run_1/cell_classes.png
Fill, decap, tap and diode cells in gray.
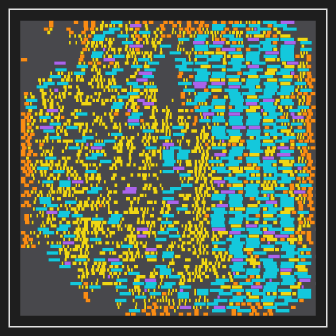
run_1/final_placement.png
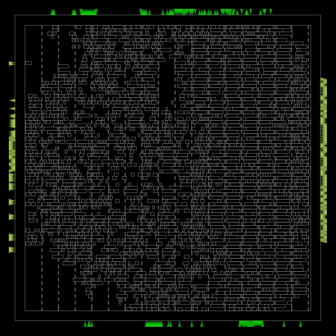
run_1/drive_strength.png
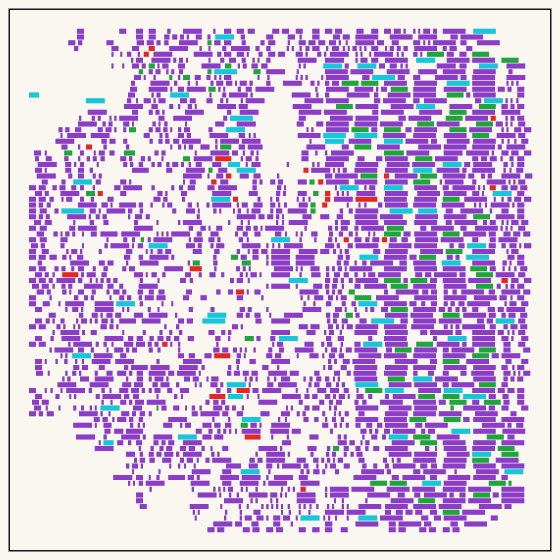
`config.mk`:
```
export PLATFORM = sky130hd
export DESIGN_NAME = echo_client
export DESIGN_NICKNAME = d
export VERILOG_FILES = /design/src/rtl/echo_client_pkg.sv /design/src/rtl/echo_expect_fifo.sv /design/src/rtl/echo_client.sv
export SDC_FILE = /design/constraint.sdc
export NUM_CORES = 1
export LEC_CHECK = 0
export CELL_PAD_IN_SITES_DETAIL_PLACEMENT = 1
export CELL_PAD_IN_SITES_GLOBAL_PLACEMENT = 2
export CORE_MARGIN = 8
export CORE_UTILIZATION = 41
export CTS_CLUSTER_SIZE = 24
export DETAILED_ROUTE_END_ITERATION = 6
export PLACE_DENSITY = 0.95
export SYNTH_ARGS = -nofsm -noshare
export SYNTH_HDL_FRONTEND = slang
export SYNTH_SLANG_ARGS = --single-unit
```
`constraint.sdc`:
```
create_clock -name CLK -period 9.83 [get_ports CLK]
set_clock_uncertainty 0.05 [all_clocks]
set_input_delay 1.4745 -clock CLK [delete_from_list [all_inputs] [get_ports CLK]]
set_output_delay 1.4745 -clock CLK [all_outputs]
set_load 0.005 [all_outputs]
```
`src/rtl/echo_client_pkg.sv`:
```
// Shared definitions for the echo request/indication protocol: client state
// encoding, the echo payload carried on both say and heard, and size defaults.
package echo_client_pkg;

    // Client FSM state encoding (2 bits, exposed on the debug output).
    localparam logic [1:0] ST_IDLE  = 2'd0;
    localparam logic [1:0] ST_RUN   = 2'd1;
    localparam logic [1:0] ST_DRAIN = 2'd2;
    localparam logic [1:0] ST_DONE  = 2'd3;

    // Payload carried by say requests and heard indications; the echo
    // responder uses the same layout so queue entries compare directly.
    typedef struct packed {
        logic [31:0] meth;
        logic [31:0] v;
    } echo_payload_t;

    localparam int ECHO_PAYLOAD_W    = $bits(echo_payload_t);
    localparam int DEPTH_LOG_DEFAULT = 2;
    localparam int ERR_W_DEFAULT     = 16;

    // True when an indication differs from the request it should echo.
    function automatic logic payload_mismatch(input echo_payload_t got,
                                              input echo_payload_t want);
        return (got.meth != want.meth) || (got.v != want.v);
    endfunction

endpackage

```
`src/rtl/echo_expect_fifo.sv`:
```
// In-order queue of expected payloads. The head is visible combinationally;
// push and pop in the same cycle advance both pointers and keep occupancy.
// A push while full or a pop while empty is ignored, so the producer and
// consumer can gate on full/empty without extra care.
module echo_expect_fifo
    import echo_client_pkg::*;
#(
    parameter int DEPTH_LOG = DEPTH_LOG_DEFAULT,
    parameter int W         = ECHO_PAYLOAD_W
) (
    input  logic                 CLK,
    input  logic                 nRST,
    input  logic                 push,
    input  logic [W-1:0]         push_data,
    input  logic                 pop,
    output logic [W-1:0]         head,
    output logic                 full,
    output logic                 empty,
    output logic [DEPTH_LOG:0]   occ
);

    localparam int DEPTH = 1 << DEPTH_LOG;
    localparam logic [DEPTH_LOG-1:0] PTR_ONE  = DEPTH_LOG'(1);
    localparam logic [DEPTH_LOG:0]   OCC_ONE  = (DEPTH_LOG + 1)'(1);
    localparam logic [DEPTH_LOG:0]   OCC_FULL = (DEPTH_LOG + 1)'(DEPTH);

    logic [W-1:0]         mem [DEPTH];
    logic [DEPTH_LOG-1:0] wr_ptr;
    logic [DEPTH_LOG-1:0] rd_ptr;
    logic                 push_ok;
    logic                 pop_ok;

    assign full    = (occ == OCC_FULL);
    assign empty   = (occ == '0);
    assign push_ok = push && !full;
    assign pop_ok  = pop && !empty;
    assign head    = mem[rd_ptr];

    // Storage write; contents need no reset because occupancy guards reads.
    always_ff @(posedge CLK) begin
        if (push_ok) begin
            mem[wr_ptr] <= push_data;
        end
    end

    // Pointers wrap naturally at 2**DEPTH_LOG; occupancy tracks push - pop.
    always_ff @(posedge CLK or negedge nRST) begin
        if (!nRST) begin
            wr_ptr <= '0;
            rd_ptr <= '0;
            occ    <= '0;
        end else begin
            if (push_ok) wr_ptr <= wr_ptr + PTR_ONE;
            if (pop_ok)  rd_ptr <= rd_ptr + PTR_ONE;
            case ({push_ok, pop_ok})
                2'b10:   occ <= occ + OCC_ONE;
                2'b01:   occ <= occ - OCC_ONE;
                default: occ <= occ;
            endcase
        end
    end

endmodule

```
`src/rtl/echo_client.sv`:
```
// Echo traffic initiator/checker. A start call programs a burst of say
// requests; every request is remembered in an expected queue and each heard
// indication is compared against the queue head. When every indication is
// back, a done indication reports the received count and mismatch count.
//
// Handshake: every method (start, say, heard, done) transfers in a cycle iff
// its __ENA and __RDY are both high at the posedge. An __ENA seen while the
// matching __RDY is low is dropped, never latched. All __ENA/__RDY outputs of
// this block depend only on registered state.
module echo_client
    import echo_client_pkg::*;
#(
    parameter int DEPTH_LOG = DEPTH_LOG_DEFAULT,
    parameter int ERR_W     = ERR_W_DEFAULT
) (
    input  logic             CLK,
    input  logic             nRST,
    input  logic             start__ENA,
    input  logic [31:0]      start_count,
    input  logic [31:0]      start_meth,
    input  logic [31:0]      start_v,
    output logic             start__RDY,
    output logic             say__ENA,
    output logic [31:0]      say_meth,
    output logic [31:0]      say_v,
    input  logic             say__RDY,
    input  logic             heard__ENA,
    input  logic [31:0]      heard_meth,
    input  logic [31:0]      heard_v,
    output logic             heard__RDY,
    output logic             done__ENA,
    output logic [31:0]      done_count,
    output logic [ERR_W-1:0] done_errors,
    input  logic             done__RDY,
    output logic [1:0]       dbg_state
);

    localparam logic [ERR_W-1:0] ERR_ONE = ERR_W'(1);
    localparam logic [ERR_W-1:0] ERR_MAX = '1;

    logic [1:0]       state;
    logic [1:0]       state_nxt;
    logic [31:0]      count_q;
    logic [31:0]      meth_q;
    logic [31:0]      base_q;
    logic [31:0]      issued;
    logic [31:0]      received;
    logic [31:0]      issued_nxt;
    logic [31:0]      received_nxt;
    logic [ERR_W-1:0] err;

    logic             start_fire;
    logic             say_fire;
    logic             heard_fire;
    logic             done_fire;
    logic             q_full;
    logic             q_empty;
    logic [DEPTH_LOG:0] q_occ;
    echo_payload_t    q_head;
    echo_payload_t    say_payload;
    echo_payload_t    heard_payload;

    // Method enables toward the environment are pure functions of state.
    assign start__RDY = (state == ST_IDLE);
    assign say__ENA   = (state == ST_RUN) && (issued < count_q) && !q_full;
    assign say_meth   = (state == ST_RUN) ? meth_q : '0;
    assign say_v      = (state == ST_RUN) ? (base_q + issued) : '0;
    assign heard__RDY = ((state == ST_RUN) || (state == ST_DRAIN)) && !q_empty;
    assign done__ENA  = (state == ST_DONE);
    assign done_count  = (state == ST_DONE) ? received : '0;
    assign done_errors = (state == ST_DONE) ? err : '0;
    assign dbg_state  = state;

    assign start_fire = start__ENA && start__RDY;
    assign say_fire   = say__ENA && say__RDY;
    assign heard_fire = heard__ENA && heard__RDY;
    assign done_fire  = done__ENA && done__RDY;

    assign issued_nxt   = issued + {31'd0, say_fire};
    assign received_nxt = received + {31'd0, heard_fire};

    assign say_payload   = '{meth: say_meth, v: say_v};
    assign heard_payload = '{meth: heard_meth, v: heard_v};

    echo_expect_fifo #(
        .DEPTH_LOG (DEPTH_LOG),
        .W         (ECHO_PAYLOAD_W)
    ) u_fifo (
        .CLK       (CLK),
        .nRST      (nRST),
        .push      (say_fire),
        .push_data (say_payload),
        .pop       (heard_fire),
        .head      (q_head),
        .full      (q_full),
        .empty     (q_empty),
        .occ       (q_occ)
    );

    // Next-state selection for the burst sequencer.
    always_comb begin
        state_nxt = state;
        case (state)
            ST_IDLE: begin
                if (start_fire) begin
                    state_nxt = (start_count == 32'd0) ? ST_DONE : ST_RUN;
                end
            end
            ST_RUN: begin
                if (issued_nxt == count_q) state_nxt = ST_DRAIN;
            end
            ST_DRAIN: begin
                if (received_nxt == count_q) state_nxt = ST_DONE;
            end
            ST_DONE: begin
                if (done_fire) state_nxt = ST_IDLE;
            end
            default: state_nxt = ST_IDLE;
        endcase
    end

    // State register; reset aborts any burst in flight.
    always_ff @(posedge CLK or negedge nRST) begin
        if (!nRST) begin
            state <= ST_IDLE;
        end else begin
            state <= state_nxt;
        end
    end

    // Burst parameters are captured once per start and held for the burst.
    always_ff @(posedge CLK or negedge nRST) begin
        if (!nRST) begin
            count_q <= '0;
            meth_q  <= '0;
            base_q  <= '0;
        end else if (start_fire) begin
            count_q <= start_count;
            meth_q  <= start_meth;
            base_q  <= start_v;
        end
    end

    // Issue/receive progress and saturating mismatch counter.
    always_ff @(posedge CLK or negedge nRST) begin
        if (!nRST) begin
            issued   <= '0;
            received <= '0;
            err      <= '0;
        end else if (start_fire) begin
            issued   <= '0;
            received <= '0;
            err      <= '0;
        end else begin
            issued   <= issued_nxt;
            received <= received_nxt;
            if (heard_fire && payload_mismatch(heard_payload, q_head) && (err != ERR_MAX)) begin
                err <= err + ERR_ONE;
            end
        end
    end

endmodule

```
==> results.cfg, run 1 <==
; physical design summary
[critical_path]
crit_fanout = 9
crit_type = register to primary output
crit_path_end_kind = primary output

[die]
ios = 284
die-area_mm2 = 0.0642
die_w_um = 253
num_tap_cells = 756

[grt]
antenna_found_initial = 1
grt_max_degree = 116

[yosys]
adder_share = 0.0429
async_flop_share = 0.420
logic_family = simple AND/OR/NAND/NOR gates
yosys_most_used_dff = edfxtp_1

[sta]
report.final.hold_viol_count = 0
setup_viol = 0
finalSetupTns_ns = 0
slew_violations = 0
post-route-period-util = 0.676

[layout]
clkCellAreaFrac = 0.0648
nClkBuffers = 62
inv_count = 58
bufAreaShareNonClock = 0.103

[detailed_routing]
drt_iter0_drc = 1178
drtAntennaViolNets = 0
top_layer_used = met4
viasPerCell = 5.66

[place]
placed_cells = 2952
dpl_cell_area_mm2 = 0.0266
place_ws_ns = 3.35

[outcome]
status = finished, final reports clean

[cts]
cts.clk_slew.worst_paths_ns = 0.06
max-clock-path-buffers = 3
post-cts-setup-buffers = 0

[pwr]
comb_power_share = 0.276
clockPowerShare = 0.319
Back to the opening pictures, cell_classes.png:
[cyan] flops | cells: 441 | share of their area: 45%
[purple] clock drivers and dummy loads | cells: 91 | share of their area: 6.7%
[orange] other buffers and delay cells | cells: 296 | share of their area: 11%
[yellow] all other logic | cells: 1459 | share of their area: 38%
final instance area: 0.0285 mm^2
Seq area share: 0.433
post-layout util: 0.508
Core Area: 0.0561 mm^2
std cell rows: 87

Back to the opening pictures, final_placement.png:
Seq Cell Count: 441
Finished Layout Cells: 3044

Back to the opening pictures, drive_strength.png:
[red] drive 3 to 4 | cells: 29
[purple] drive 1 or less | cells: 2093
[cyan] drive 6 and up | cells: 68
[green] drive 2 | cells: 97
Non-clock buffers: 296
final worst slack: 3.19 ns
area growth from synthesis to layout: 23.2%

==> run 1: cell usage after synthesis, types with 29 or more instances <==
cell | number | area (um^2)
nand2_1 | 301 | 1130
edfxtp_1 | 256 | 7690
dfrtp_1 | 185 | 4630
xnor2_1 | 136 | 1190
nor2_1 | 121 | 454
and2_1 | 110 | 688
ha_1 | 76 | 951
mux4_2 | 64 | 1440
nand4_1 | 60 | 375
clkbuf_1 | 59 | 221
o21ai_0 | 59 | 295
inv_1 | 57 | 214
xor2_1 | 54 | 473
a21oi_1 | 43 | 215
nand3_1 | 42 | 210
a21o_1 | 32 | 240
nor3_1 | 29 | 145
nor4_1 | 29 | 181
==> run 1: registers in the layout (all words and copies together), names as in the netlist <==
register,count
u_fifo.occ,3
u_fifo.mem,256
base_q,32
dbg_state,2
u_fifo.rd_ptr,2
err,16
u_fifo.wr_ptr,2
received,32
meth_q,32
issued,32
count_q,32
==> run 1: final timing paths <==
| path | cells after the start | to | slack (ns) | startpoint |
|---|---|---|---|---|
| max in group asynchronous | 2 | u_fifo.rd_ptr[0] | 7.09 | nRST |
| min | 2 | meth_q[11] | 0.42 | meth_q[11] |
| min in group asynchronous | 1 | received[10] | 1.02 | nRST |
| max reg2reg | 20 | dbg_state[1] | 3.38 | issued[11] |
| min reg2reg | 2 | meth_q[11] | 0.42 | meth_q[11] |
| max | 10 | say_v[31] | 3.19 | issued[1] |
==> run 1: layer usage <==
| metal | track usage | vias up |
|---|---|---|
| met5 | 0 | - |
| met4 | 0.0639 | 0 |
| met3 | 0.0332 | 115 |
| met2 | 0.419 | 521 |
| met1 | 0.322 | 8841 |
| li1 | - | 7743 |
==> run 2: changes to the inputs <==
--- a/config.mk
+++ b/config.mk
@@ -8,10 +8,10 @@
 export CELL_PAD_IN_SITES_DETAIL_PLACEMENT = 1
 export CELL_PAD_IN_SITES_GLOBAL_PLACEMENT = 2
 export CORE_MARGIN = 8
-export CORE_UTILIZATION = 41
+export CORE_UTILIZATION = 34
 export CTS_CLUSTER_SIZE = 24
 export DETAILED_ROUTE_END_ITERATION = 6
-export PLACE_DENSITY = 0.95
+export PLACE_DENSITY = 0.85
 export SYNTH_ARGS = -nofsm -noshare
 export SYNTH_HDL_FRONTEND = slang
 export SYNTH_SLANG_ARGS = --single-unit
==> constraint.sdc (replaced) <==
create_clock -name CLK -period 6.1 [get_ports CLK]
set_clock_uncertainty 0.05 [all_clocks]
set_input_delay 0.915 -clock CLK [delete_from_list [all_inputs] [get_ports CLK]]
set_output_delay 0.915 -clock CLK [all_outputs]
set_load 0.005 [all_outputs]
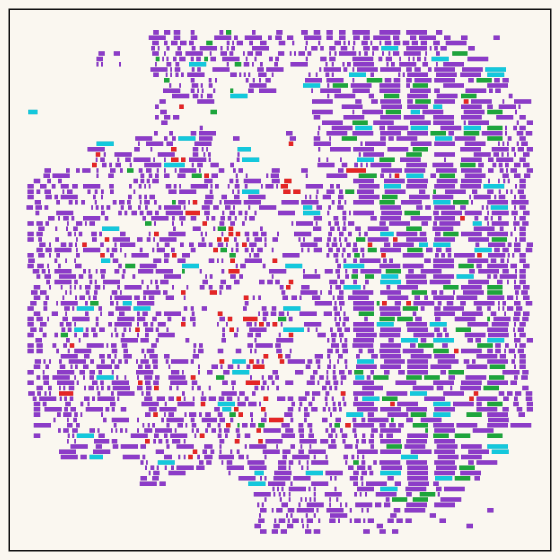
run_2/drive_strength.png
[cyan] drive 6 and up | cells: 78
[red] drive 3 to 4 | cells: 88
[green] drive 2 | cells: 103
[purple] drive 1 or less | cells: 2084

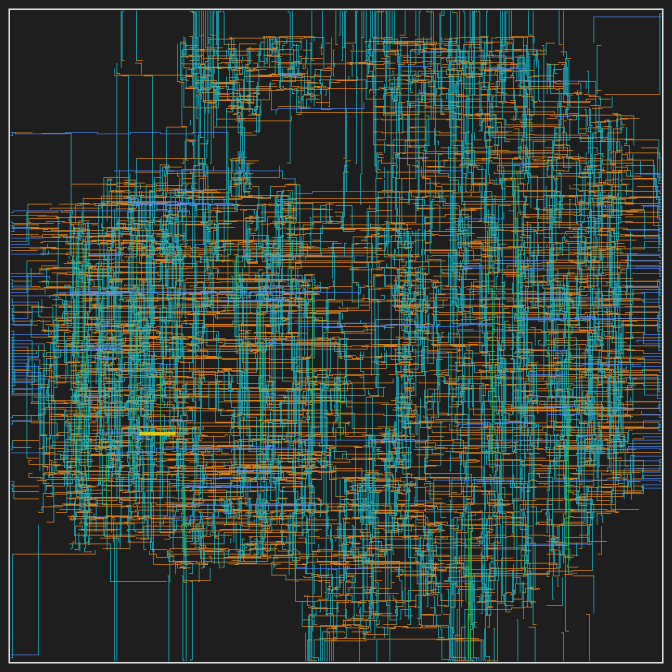
run_2/metal_stack.png
[orange] met1 | wire length: 36.1 mm
[green] met4 | wire length: 1990 um
[yellow] met5 | wire length: 13.8 um
[blue] met3 | wire length: 4020 um
[cyan] met2 | wire length: 40.1 mm
detailed-route wire length: 82200 um
wire length per cell: 25.5 um

==> results.cfg, run 2 <==
; physical design summary
[outcome]
status = finished, final reports clean

[cts]
cts.clk_slew.worst_paths_ns = 0.06
post-cts-setup-buffers = 0
max-clock-path-buffers = 3

[die]
ios = 284
die_w_um = 277
core_mm2 = 0.0673
row_count = 95

[yosys]
synthDistinctLibCells = 85
edf_count = 256
top_area_cell = edfxtp_1
yosys-top-cells-count = nand2_1 (301), edfxtp_1 (256), dfrtp_1 (185)
topCellsByArea = edfxtp_1 (33%), dfrtp_1 (20%), mux4_2 (6.2%), xnor2_1 (5.2%), nand2_1 (4.9%)
yosys_warnings = 0
top_cell = nand2_1
top_area_frac = 0.333
async_flop_share = 0.420

[detailed_routing]
drt_iter0_drc = 1243
viasPerCell = 5.38
drtAntennaViolNets = 0
firstDrtPassIters = 5
top_layer_used = met5

[grt]
top_usage_layer = met2
grt.met2_usage = 0.363
grt_max_degree = 118
antenna_found_initial = 3
use_met1 = 0.272

[layout]
final_cell_area_mm2 = 0.0292
layout.cells.non_filler = 3228
area_delta_synth_final_pct = 26.3
largest_reg_flops = 256

[place]
placed_cells = 3126
dpl_cell_area_mm2 = 0.0272
gp_congestion = 0.899

[critical_path]
crit_fanout = 5
crit_type = register to register
crit_path_end_kind = register

[sta]
post-route-period-util = 0.964
setup_slack_ns = 0.221
report.final.hold_viol_count = 0
setup_viol = 0
finalSetupTns_ns = 0

[pwr]
comb_power_share = 0.278
clockPowerShare = 0.320
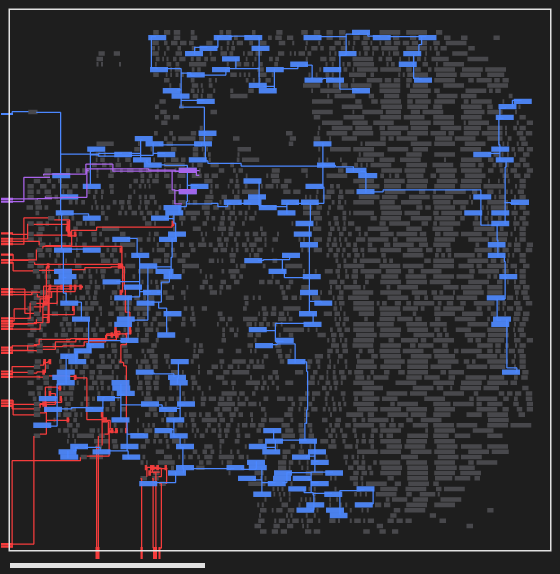
run_2/port_nets.png
The bar under the picture is 100 um long.
[purple] dbg_state | direction: output | end cells: 2 | buffers: 2 | wire: 275 um
[blue] nRST | direction: input | end cells: 185 | buffers: 3 | wire: 2190 um
[red] start_count | direction: input | end cells: 41 | buffers: 32 | wire: 1800 um

[run 2: cell types whose count changed in the layout (fill, tap and decap cells not counted), sizes merged]
cell,change
clkbuf,+13
diode,+1
bufinv,-5
buf,+61
clkinvlp,-3
inv,+1
clkinv,-1
[run 2: area by class of cell]
cell class,count,area (um^2)
Inverter,58,218
Multi-Input combinational cell,1401,10200
Clock buffer,75,1520
Sequential cell,441,12300
Fill cell,7188,38100
Antenna cell,2,5.00
Timing Repair Buffer,357,3420
Clock inverter,21,362
Tap cell,873,1090
[run 2: logic make-up (layout without fill, tap and decap cells)]
logic type,count (synthesis),in the layout,share of synthesized area
and+or+nand+nor,801,801,0.176
DFF,441,441,0.533
AOI/OAI and AO/OA,244,244,0.0719
xor gates and xnor gates,198,198,0.0798
buffers and inverters,148,511,0.0264
muxes,80,80,0.0694
adders and majority gates,78,78,0.0429
other,0,2,0
[run 2: worst paths after layout]
path                                end   startpoint  slack (ns)  cells after the start
min in group asynchronous   received[0]         nRST        0.43                      1
min                           meth_q[7]    meth_q[7]        0.42                      2
min reg2reg                   meth_q[7]    meth_q[7]        0.42                      2
max in group asynchronous    issued[27]         nRST        4.39                      2
max                        dbg_state[1]  count_q[11]        0.22                     22
max reg2reg                dbg_state[1]  count_q[11]        0.22                     22
[run 2: worst max-delay path, cell delays in order (launching register included)]
cell	delay (ns)
dfrtp_1	0.38
inv_1	0.10
ha_1	0.33
a21o_1	0.17
a21o_1	0.17
a21o_1	0.18
a211o_1	0.29
o2bb2ai_1	0.12
a21oi_1	0.23
a211oi_1	0.19
o21a_1	0.24
nor2_1	0.10
buf_4	0.15
ha_1	0.20
nand4_1	0.28
nor4_4	0.55
nand4_1	0.21
xnor2_1	0.19
o211ai_1	0.10
or4_1	0.48
or4_4	0.48
a22oi_4	0.21
mux2_1	0.33
